--- src/rtl/dmem_arbiter.sv ---
// dmem_arbiter: shares the single-port synchronous data RAM between the CPU data
// port and a second bus master (DMA/IO engine).
//
// The CPU has fixed priority. A counter of consecutive denied DMA cycles lets the
// DMA win a contested cycle once it reaches MAX_WAIT, so the DMA always makes
// progress. Read data returns one cycle after the grant, which matches the
// registered read of d_ram. It is steered to the master that issued the read.
//
// Ports:
//   clk, rst                     clock, synchronous active-high reset
//   cpu_req/we/addr/wdata        CPU access request (need not be held)
//   cpu_stall                    CPU request present but not granted
//   cpu_rdata/cpu_rvalid         CPU read return (rvalid is a one-cycle pulse)
//   dma_req/we/addr/wdata        DMA access request (held until dma_gnt)
//   dma_gnt                      DMA access issued this cycle
//   dma_rdata/dma_rvalid         DMA read return (rvalid is a one-cycle pulse)
//   mem_addr/din/w_en/r_en       to d_ram
//   mem_dout                     from d_ram (registered read data)
module dmem_arbiter #(
  parameter int unsigned ADDR_W   = 16,
  parameter int unsigned DATA_W   = 8,
  parameter int unsigned MAX_WAIT = 4
) (
  input  logic              clk,
  input  logic              rst,

  input  logic              cpu_req,
  input  logic              cpu_we,
  input  logic [ADDR_W-1:0] cpu_addr,
  input  logic [DATA_W-1:0] cpu_wdata,
  output logic              cpu_stall,
  output logic [DATA_W-1:0] cpu_rdata,
  output logic              cpu_rvalid,

  input  logic              dma_req,
  input  logic              dma_we,
  input  logic [ADDR_W-1:0] dma_addr,
  input  logic [DATA_W-1:0] dma_wdata,
  output logic              dma_gnt,
  output logic [DATA_W-1:0] dma_rdata,
  output logic              dma_rvalid,

  output logic [ADDR_W-1:0] mem_addr,
  output logic [DATA_W-1:0] mem_din,
  output logic              mem_w_en,
  output logic              mem_r_en,
  input  logic [DATA_W-1:0] mem_dout
);

  logic [3:0]        wait_cnt_q, wait_cnt_d;
  logic              rd_pend_q, rd_pend_d;
  logic              rd_owner_q, rd_owner_d;   // 0 = CPU, 1 = DMA
  logic [DATA_W-1:0] cpu_rdata_q, dma_rdata_q;

  logic dma_priority;
  logic dma_sel;
  logic cpu_sel;
  logic any_sel;
  logic sel_we;
  logic rd_issue;

  // Grant decision and RAM issue. Everything is forced to zero while rst is high.
  always_comb begin
    dma_priority = (wait_cnt_q >= 4'(MAX_WAIT));
    dma_sel      = ~rst & dma_req & (~cpu_req | dma_priority);
    cpu_sel      = ~rst & cpu_req & ~dma_sel;
    any_sel      = cpu_sel | dma_sel;
    sel_we       = dma_sel ? dma_we : cpu_we;
    rd_issue     = any_sel & ~sel_we;

    cpu_stall = ~rst & cpu_req & ~cpu_sel;
    dma_gnt   = dma_sel;

    // When the arbiter is idle, the address and data buses carry the CPU fields.
    if (rst) begin
      mem_addr = '0;
      mem_din  = '0;
    end else if (dma_sel) begin
      mem_addr = dma_addr;
      mem_din  = dma_wdata;
    end else begin
      mem_addr = cpu_addr;
      mem_din  = cpu_wdata;
    end
    mem_w_en = any_sel & sel_we;
    mem_r_en = rd_issue;
  end

  // Read return. Gating with rst suppresses a return that was pending at reset.
  always_comb begin
    cpu_rvalid = ~rst & rd_pend_q & ~rd_owner_q;
    dma_rvalid = ~rst & rd_pend_q & rd_owner_q;
    cpu_rdata  = cpu_rvalid ? mem_dout : cpu_rdata_q;
    dma_rdata  = dma_rvalid ? mem_dout : dma_rdata_q;
  end

  // Next state.
  always_comb begin
    wait_cnt_d = '0;
    if (dma_req && !dma_sel) begin
      wait_cnt_d = (wait_cnt_q == 4'hF) ? 4'hF : wait_cnt_q + 4'd1;
    end
    rd_pend_d  = rd_issue;
    rd_owner_d = rd_issue ? dma_sel : rd_owner_q;
  end

  always_ff @(posedge clk) begin
    if (rst) begin
      wait_cnt_q  <= '0;
      rd_pend_q   <= 1'b0;
      rd_owner_q  <= 1'b0;
      cpu_rdata_q <= '0;
      dma_rdata_q <= '0;
    end else begin
      wait_cnt_q <= wait_cnt_d;
      rd_pend_q  <= rd_pend_d;
      rd_owner_q <= rd_owner_d;
      // Capture returned data so the idle master's rdata holds its last value.
      if (cpu_rvalid) cpu_rdata_q <= mem_dout;
      if (dma_rvalid) dma_rdata_q <= mem_dout;
    end
  end

endmodule

--- config.mk ---
export PLATFORM = sky130hd
export DESIGN_NAME = dmem_arbiter
export DESIGN_NICKNAME = d
export VERILOG_FILES = /design/src/rtl/dmem_arbiter.sv
export SDC_FILE = /design/constraint.sdc
export NUM_CORES = 1
export LEC_CHECK = 0
export ABC_AREA = 0
export CORE_UTILIZATION = 37
export CTS_CLUSTER_SIZE = 30
export DETAILED_ROUTE_END_ITERATION = 12
export HOLD_SLACK_MARGIN = 0.05
export PLACE_DENSITY_LB_ADDON = 0.2
export SLEW_MARGIN = 30
export SYNTH_ARGS = -nofsm -noshare
export SYNTH_HDL_FRONTEND = slang
export SYNTH_SLANG_ARGS = --single-unit
export TNS_END_PERCENT = 20
--- constraint.sdc ---
create_clock -name clk -period 4.4 [get_ports clk]
set_clock_uncertainty 0.1 [all_clocks]
set_input_delay 1.32 -clock clk [delete_from_list [all_inputs] [get_ports clk]]
set_output_delay 1.32 -clock clk [all_outputs]
set_load 0.05 [all_outputs]
==> impl.org, run 1 <==
#+TITLE: Synthesis and PnR summary

** Run status
- Result of the run :: finished clean

** Global routing
- Wire length of the first global-routing pass :: between 5 and 6 mm
- Antenna violations before repair :: 0
- Met3 Use GR :: 3.93%

** Power
- Total power normalized to cell area comes to ~230 nW/µm².
- The analysis reports a worst IR drop on VDD of ~0.13 mV.

** Detailed routing
- Per the detailed-route log, wirelength across all metal layers totals 3.76 mm.
- Number of violations reported at the end of detailed-routing iteration 0 :: 26
- For this block, wires on met1 add up to 1.51 mm.
- Mean number of vias per cell :: about 4.6
- The routed layout has about 1,300 vias.
- Per the detail_route log, the uppermost layer with routed signals is met4.

** Floorplan
- Number of tap cells added at floorplan :: around 48
- Die width :: between 60 and 70 µm
- In the floorplan report the effective utilization is between 30% and 40%.
- The overall die size recorded for this design is around 4100 µm².
- # rows :: 22
- In this run the vertical extent of the chip is between 60 and 70 µm.

** Synth
- Number of cells in the yosys synthesis report :: around 130
- Warnings reported by Yosys during synthesis add up to 0.
- Synth Register Bits :: 22
- Cell Area, Synth :: about 1400 µm²
- And-or/or-and share of the synthesized area :: between 1 and 1.5%
- The chip area line in the Yosys stat output reads 1430 µm².
- Syn Area/Cell :: between 10 and 15 µm²
- Most area-hungry cell type in the Yosys netlist :: dfxtp_1
- Adder and majority gate portion of the synthesized area :: less than 1%
- Main kind of combinational logic by area :: multiplexers
- Xor/xnor share :: 0%
- By instance count, the leading cell after synthesis is nor2b_1.
- For this run, the register share of the synthesized area comes to between 30% and 40%.
- For reference, the top cells by area after synthesis are dfxtp_1 (31%), mux2_2 (19%), mux2_4 (17%).
- Synthesized Nets :: a little under 200

** Cells and area
- Post-layout net count :: 307
- Count of plain and timing-repair buffers in the layout :: between 100 and 150
- Final Cell Area :: between 2000 and 3000 µm²
- Registers :: 22
- The largest registers in the layout are cpu_rdata_q x8, dma_rdata_q x8, wait_cnt_q x4.
- 101 cells are multi-input combinational gates.
- Non-clock inverters in the final layout number 3.
- The layout summary lists the proportion of cells stronger than drive strength 1 as about two fifths.

** Worst setup path
- Launching instance or port of the critical path :: rst
- Per STA, the worst path accumulates the most delay in the family buffers and inverters.
- STA lists the endpoint of the worst register-to-register path as cpu_rdata_q[6].
- Startpoint of the worst-slack reg-to-reg timing path :: rd_owner_q
- Setup crit end :: mem_addr[7]
- The worst setup path is captured at a primary output.
- Per STA, the highest per-stage delay on the worst path measures 0.43 ns.
- Slowest stage cell on the critical path :: clkdlybuf4s50_1
- Critical path depth in cells :: 6

** Clocking
- Clock latency on the worst-skew pair :: ~0.25 ns
- Once the clock tree was built, the resizer swapped 0 gates to a different size.
- CTS added clock buffers totalling 3.
- According to the CTS report, the clock sink count is 22.
- The registers of the reported paths see a clock transition of 0.07 ns.
- The root buffer cell chosen for the clock tree is clkbuf_8.
- TritonCTS built the clock tree.

** Placement
- Post-Place Cells :: around 290
- Port Buffer Count :: ~110
- Routability-driven placement finished with a final weighted congestion of between 0.6 and 0.7.

** Final timing
- Final number of setup-violating endpoints :: 0
- Unrepaired setup endpoints after global routing :: false
- Worst hold margin :: around 0.32 ns
- Worst-case setup margin in the final layout :: ~0.14 ns

** Worst hold path
- Number of cells on the worst hold path :: 1
- Hold path endpoint :: wait_cnt_q[0]
- Launch point of the worst hold path :: wait_cnt_q[0]
## run 1: layout by cell type, fill, tap and decap left out
master            n
clkdlybuf4s50_1  61
buf_4            37
nor2b_1          26
mux2_2           24
dfxtp_1          22
and2_1           19
mux2_4           16
buf_12           15
clkbuf_8          4
mux2i_1           3
inv_1             3
nand2b_1          2
nor2_1            1
a21oi_2           1
nor3b_2           1
nand3b_4          1
nand2_1           1
o21ai_0           1
nand3b_1          1
a32o_1            1
and3_1            1
ha_1              1
conb_1            1
## run 1: where the power goes
| part | internal (mW) | switching, mW | total (mW) |
|---|---|---|---|
| clock | 0.0795 | 0.0574 | 0.137 |
| sequential | 0.204 | 0.00248 | 0.207 |
| combinational | 0.134 | 0.138 | 0.272 |
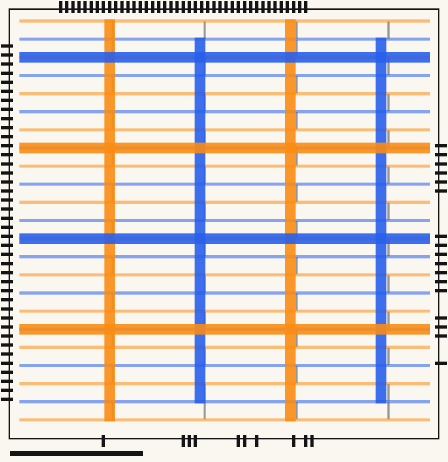
**Above:** run 1 (supply network).
The bar under the picture is 20 µm long. Pins as bars on the die edge. Tap cells in grey.
[orange] VSS
[blue] VDD
tap cells: 48
met4 straps: 4
signal pins: 108

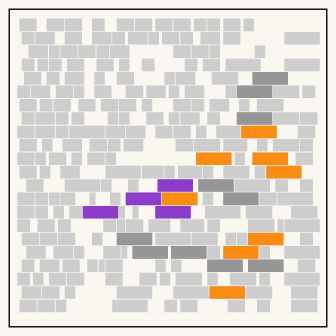
**Above:** run 1 (sequential cells coloured by netlist name).
[orange] `dma_rdata_q` | sequential cells: 8 | where: middle right
[purple] `wait_cnt_q` | sequential cells: 4

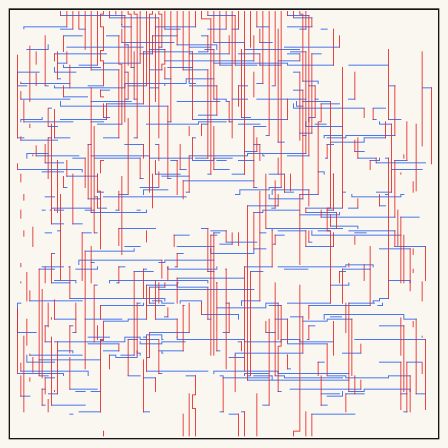
**Above:** run 1 (wiring by layer).
Two of the layers only.
[red] metal 2 | wire length: 1,940 µm
[blue] metal 1 | wire length: 1,510 µm

==> run 2, diff against run 1 <==
RECOVER_POWER = 100   (was default)
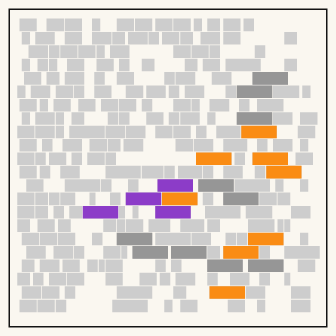
**Above:** run 2 (sequential cells coloured by netlist name).
[orange] `dma_rdata_q` | sequential cells: 8 | where: middle right
[purple] `wait_cnt_q` | sequential cells: 4

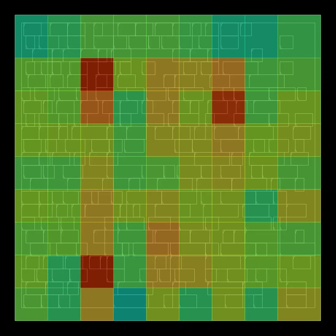
**Above:** run 2 (congestion heat map).
met1 track demand over resource in global routing: 21.2%
utilization after layout: 67.9%

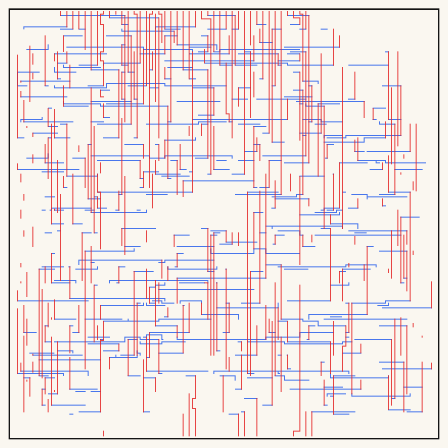
**Above:** run 2 (wiring by layer).
Two of the layers only.
[blue] metal 1 | wire length: 1,460 µm
[red] metal 2 | wire length: 1,920 µm

==> impl.org, run 2 <==
#+TITLE: Synthesis and PnR summary

** Worst setup path
- STA classifies the critical path endpoint as a primary output.
- The most critical setup path has its startpoint at rst.
- Slowest stage cell on the critical path :: clkdlybuf4s50_1
- For this run, the slowest stage of the critical path takes around 0.43 ns.
- Startpoint of the worst-slack reg-to-reg timing path :: rd_owner_q
- Delay-heaviest family, CP :: buffers and inverters
- Worst reg2reg path endpoint :: cpu_rdata_q[4]
- The worst register-to-register path depth is 4.
- Setup crit end :: cpu_rdata[4]
- Critical path depth in cells :: 6

** Synth
- Xor/xnor share :: 0%
- Post-synth area from yosys stat :: roughly 1400 µm²
- And-or/or-and share of the synthesized area :: 1.40%
- After synthesis, the cell types taking the most area are dfxtp_1 (31%), mux2_2 (19%), mux2_4 (17%).
- Syn Area/Cell :: approximately 11 µm²
- For reference, simple AND, OR, NAND and NOR cells occupy between 20% and 30% of the area reported after synthesis.
- The synthesized instance count is 134.
- Cell Area, Synth :: approximately 1400 µm²
- Post-synthesis sequential area ratio :: 30.7%
- Yosys printed 0 warnings.
- Counting every net in the synthesized netlist gives around 200.
- The post-synth register bit count is 22.
- Yosys instantiated no cell more often than nor2b_1.
- Number of cells in the yosys synthesis report :: around 130
- Of the total synthesized cell area, the portion taken by full adders, half adders and majority gates is less than 1%.
- By area, the combinational part of the netlist is dominated by multiplexers.
- Most area-hungry cell type in the Yosys netlist :: dfxtp_1

** Floorplan
- Per the OpenROAD floorplan log, the height of the die is 64.2 µm.
- The floorplan step defined a die boundary enclosing roughly 4100 µm².
- # rows :: 22
- The floorplan step records an initial core utilization of 38.8%.
- According to the tapcell log, the count of inserted taps is 48.
- The floorplan step set the die width to approximately 64 µm.

** Detailed routing
- Final wirelength :: between 3 and 4 mm
- Wire length on met1 :: 1.46 mm
- Summing over every cut layer, the via total after detailed routing is 1,320.
- Dividing the detail-routed via count by the number of cells gives about 4.5.
- Per-cell routed wire length :: 12.7 µm
- The first routing iteration left 22 violations.
- The routed layout reports a DRC error count of 0.
- Signal routing reaches up to met4.

** Final timing
- Worst hold margin :: between 0.3 and 0.4 ns
- Setup repair after global routing left no endpoint under its margin.
- Worst-case setup margin in the final layout :: between 0.1 and 0.15 ns
- The last timing report of the flow puts the setup violation total at 0.
- Summed over all failing endpoints, the final setup total negative slack is 0 ns.
- Based on the critical path, the design can be clocked at up to 233 MHz.

** Worst hold path
- Along the worst hold path, the cell count comes to 1.
- The endpoint of the worst hold path is reported as wait_cnt_q[0].
- Launch point of the worst hold path :: wait_cnt_q[0]

** Cells and area
- Most numerous logic cell after layout :: clkdlybuf4s50_1
- With fillers left out, the area of the finished cells amounts to 2510 µm².
- Number of multi-input combinational cells :: about 100
- Share of cells above drive strength 1 :: a little over a third
- The most common logic cells in the final layout are clkdlybuf4s50_1 (61), nor2b_1 (26), mux2_2 (24).
- Largest regs :: cpu_rdata_q x8, dma_rdata_q x8, wait_cnt_q x4
- Count of plain and timing-repair buffers in the layout :: around 110
- Final std cells w/o fill :: 291
- In the final design database the tool counted between 300 and 400 nets.
- The largest cell class by area is buffers.
- Counting the inverters off the clock network in the layout gives 3.
- Registers :: 22

** Global routing
- The number of antenna violations at the first check in global routing is 0.
- GRT Resource Usage Total :: about 18%
- Met3 Use GR :: between 3 and 4%
- Most Used Layer, Global Route :: met2
- The first global-routing pass estimated around 5.9 mm of wire.
- The number of global-route vias before repair was roughly 1,300.

** Run status
- Result of the run :: finished clean

** Clocking
- Counting every sink on the clock net gives 22.
- Clock edge transition at the registers on the reported setup and hold paths :: 0.07 ns
- Post-CTS repair ended up resizing 0 cells.
- The clock passes through at most 2 buffers.
- TritonCTS clock tree :: yes
- Clock buffers created by TritonCTS :: 3
- Clock latency on the worst-skew pair :: roughly 0.25 ns
- In this run the clock root is driven by a clkbuf_8.

** Power
- The script computed the net switching share of total power as between 30 and 40%.
- Int Power :: ~0.4 mW
- The switching component of the power was reported as 0.195 mW.
- In this run, the clock network consumes between 20% and 30% of the power.
- Power per cell area :: between 200 and 250 nW/µm²
- Combinational Power Share :: ~42%
- Across the VDD grid, the largest voltage drop is approximately 0.13 mV.
- Sequential cells account for 34.7% of the total power.

** Placement
- Once placement finished, the instance area stood at 2630 µm².
- Post-Place Cells :: between 200 and 300
- Port Buffer Count :: 107
- Weighted congestion at the end of routability-driven global placement :: ~0.66
==> run 2: netlist changes by cell type in the layout (fill, tap and decap cells not counted) <==
cell	delta
buf_12	-6
buf_4	-31
clkbuf_1	+2
buf_2	+12
mux2_4	-12
clkbuf_4	+15
clkbuf_2	+8
mux2_1	+12
==> run 2: power by group through the flow <==
stage	clock, mW	sequential (mW)	combinational (mW)
after floorplan	0	0.211	0.152
after global placement	0	0.211	0.271
after detailed placement	0	0.211	0.273
after CTS	0.143	0.206	0.274
after global routing	0.149	0.207	0.264
final	0.137	0.206	0.251
==> run 2: worst reg2reg max path, stage by stage (launching register included) <==
cell and delay [ns]:
dfxtp_1 0.35, nor3b_2 0.23, buf_4 0.19, mux2_1 0.38, and2_1 0.17
==> run 3, diff against run 2 <==
ABC_CLOCK_PERIOD_IN_PS = 4400   (was default)
HOLD_SLACK_MARGIN = 0.08   (was 0.05)
==> impl.org, run 3 <==
#+TITLE: Synthesis and PnR summary

** Synth
- For this run, the chip area from Yosys synthesis comes to 1430 µm².
- Sorting the synthesized cells by area gives the leading types as dfxtp_1 (31%), mux2_2 (19%), mux2_4 (17%).
- The average instance in the mapped netlist occupies roughly 11 µm².
- Post-synthesis sequential area ratio :: between 30% and 40%
- The synthesized design spends more area on one cell type than any other, namely dfxtp_1.
- Yosys Warn Count :: 0

** Placement
- In this run the cell area measured after placement is 2630 µm².
- The final weighted congestion recorded by global placement is 0.665.

** Power
- For this design the ratio of total power to cell area is 237 nW/µm².
- Switching Power :: about 0.2 mW
- The flow reports power dissipated in sequential cells as approximately 0.2 mW.
- The power report shows net switching accounting for approximately a third of the total.
- Part of the power in registers :: approximately a third
- Combinational Power Share :: 42.2%

** Final timing
- Worst hold margin :: ~0.32 ns
- Final number of setup-violating endpoints :: 0
- Sum of negative setup slack :: 0 ns

** Global routing
- The number of global-route vias before repair is ~1,300.
- Wire length of the first global-routing pass :: between 5 and 6 mm

** Worst hold path
- For hold timing, the worst endpoint is wait_cnt_q[0].

** Worst setup path
- The worst setup path is captured at a primary output.
- For the worst reg-to-reg path, the endpoint reported by OpenROAD is cpu_rdata_q[4].
- Slowest stage cell on the critical path :: clkdlybuf4s50_1
- Critical path depth in cells :: 6

** Clocking
- Gates resized during post-CTS repair numbered 0.
- TritonCTS clock tree :: yes
- The root buffer cell chosen for the clock tree is clkbuf_8.
- At the later pin of the worst-skew pair, clock insertion delay measures roughly 0.25 ns.
- The CTS log lists the clock sinks for this run as 22.

** Cells and area
- Post-layout net count :: about 310
- Per the cell usage report, the commonest logic cell in the layout is clkdlybuf4s50_1.
- Top library cells by usage in the layout, fill and taps aside :: clkdlybuf4s50_1 (61), nor2b_1 (26), mux2_2 (24)
- Once layout is done, the placed cells without fillers occupy 2510 µm².
- Final std cells w/o fill :: ~290

** Floorplan
- The floorplan has 22 rows.
- Init Core Util :: 38.8%
- The die is ~64 µm wide.

** Detailed routing
- Mean number of vias per cell :: 4.54
- The post-route report lists met1 wire length as 1.46 mm.
- Top routing layer in use :: met4

** Run status
- The flow ran to the end, and the final reports show no timing, DRC or antenna violations.
run 3: cells by family (layout without fill, tap and decap cells):
logic type | Yosys count | count (layout) | share of synthesized area, %
compound gates | 3 | 3 | 1.40
fa+ha+maj | 1 | 1 | 0.873
buf+inv | 11 | 120 | 4.72
flops | 22 | 22 | 30.7
mux | 43 | 43 | 37.7
other cells | 1 | 1 | 0.262
simple gates | 53 | 53 | 24.3
run 3: cell type report:
| cell class | count | area [µm²] |
|---|---|---|
| Multi-Input combinational cell | 101 | 883 |
| Fill cell | 325 | 1180 |
| Clock buffer | 4 | 55.1 |
| Sequential cell | 22 | 440 |
| Timing Repair Buffer | 113 | 1060 |
| Inverter | 3 | 11.3 |
| Tap cell | 48 | 60.1 |
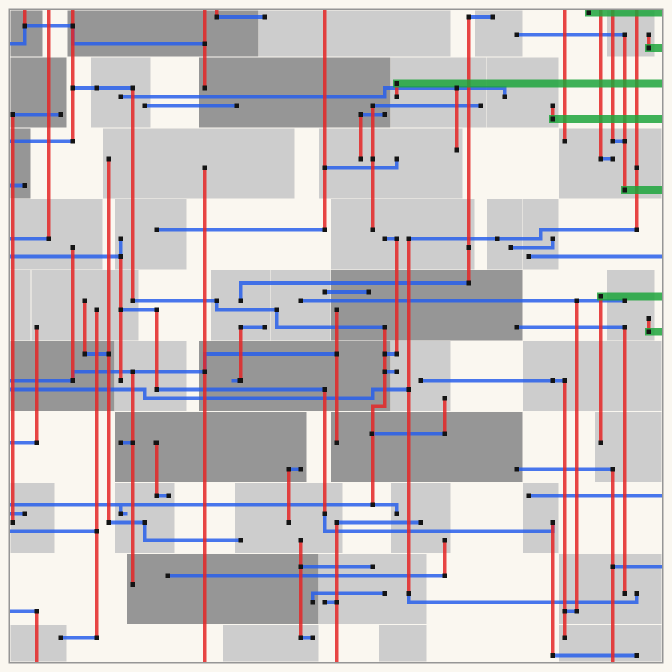
**Above:** run 3 (layout detail).
Region (36, 4) to (61, 29) µm. Cells in grey, sequential cells in the stronger grey; small squares are vias.
[red] metal 2
[green] metal 3
[blue] metal 1
most frequent: dfxtp_1 (8), mux2_1 (6), and2_1 (6)
cells with their middle in the window: 40
sequential cells in the window: 8
netlist names of flops here include: `cpu_rdata_q` (5), `dma_rdata_q` (3)

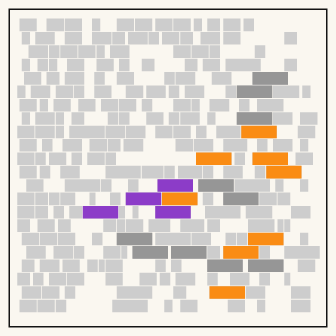
**Above:** run 3 (sequential cells coloured by netlist name).
[orange] `dma_rdata_q` | sequential cells: 8 | where: middle right
[purple] `wait_cnt_q` | sequential cells: 4

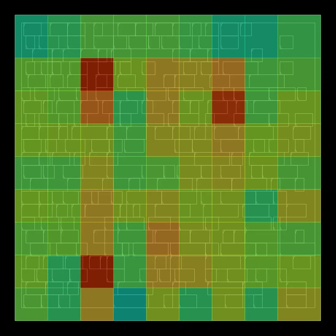
**Above:** run 3 (congestion heat map).
grt met2 use: 33.2%
GRT Resource Usage Total: 18.3%
per-cell routed wire length: 12.7 µm
Most Used Layer, Global Route: met2
met3 Use GR: 3.93%

Power figures rest on the tool's default switching activity, not on a simulated workload.
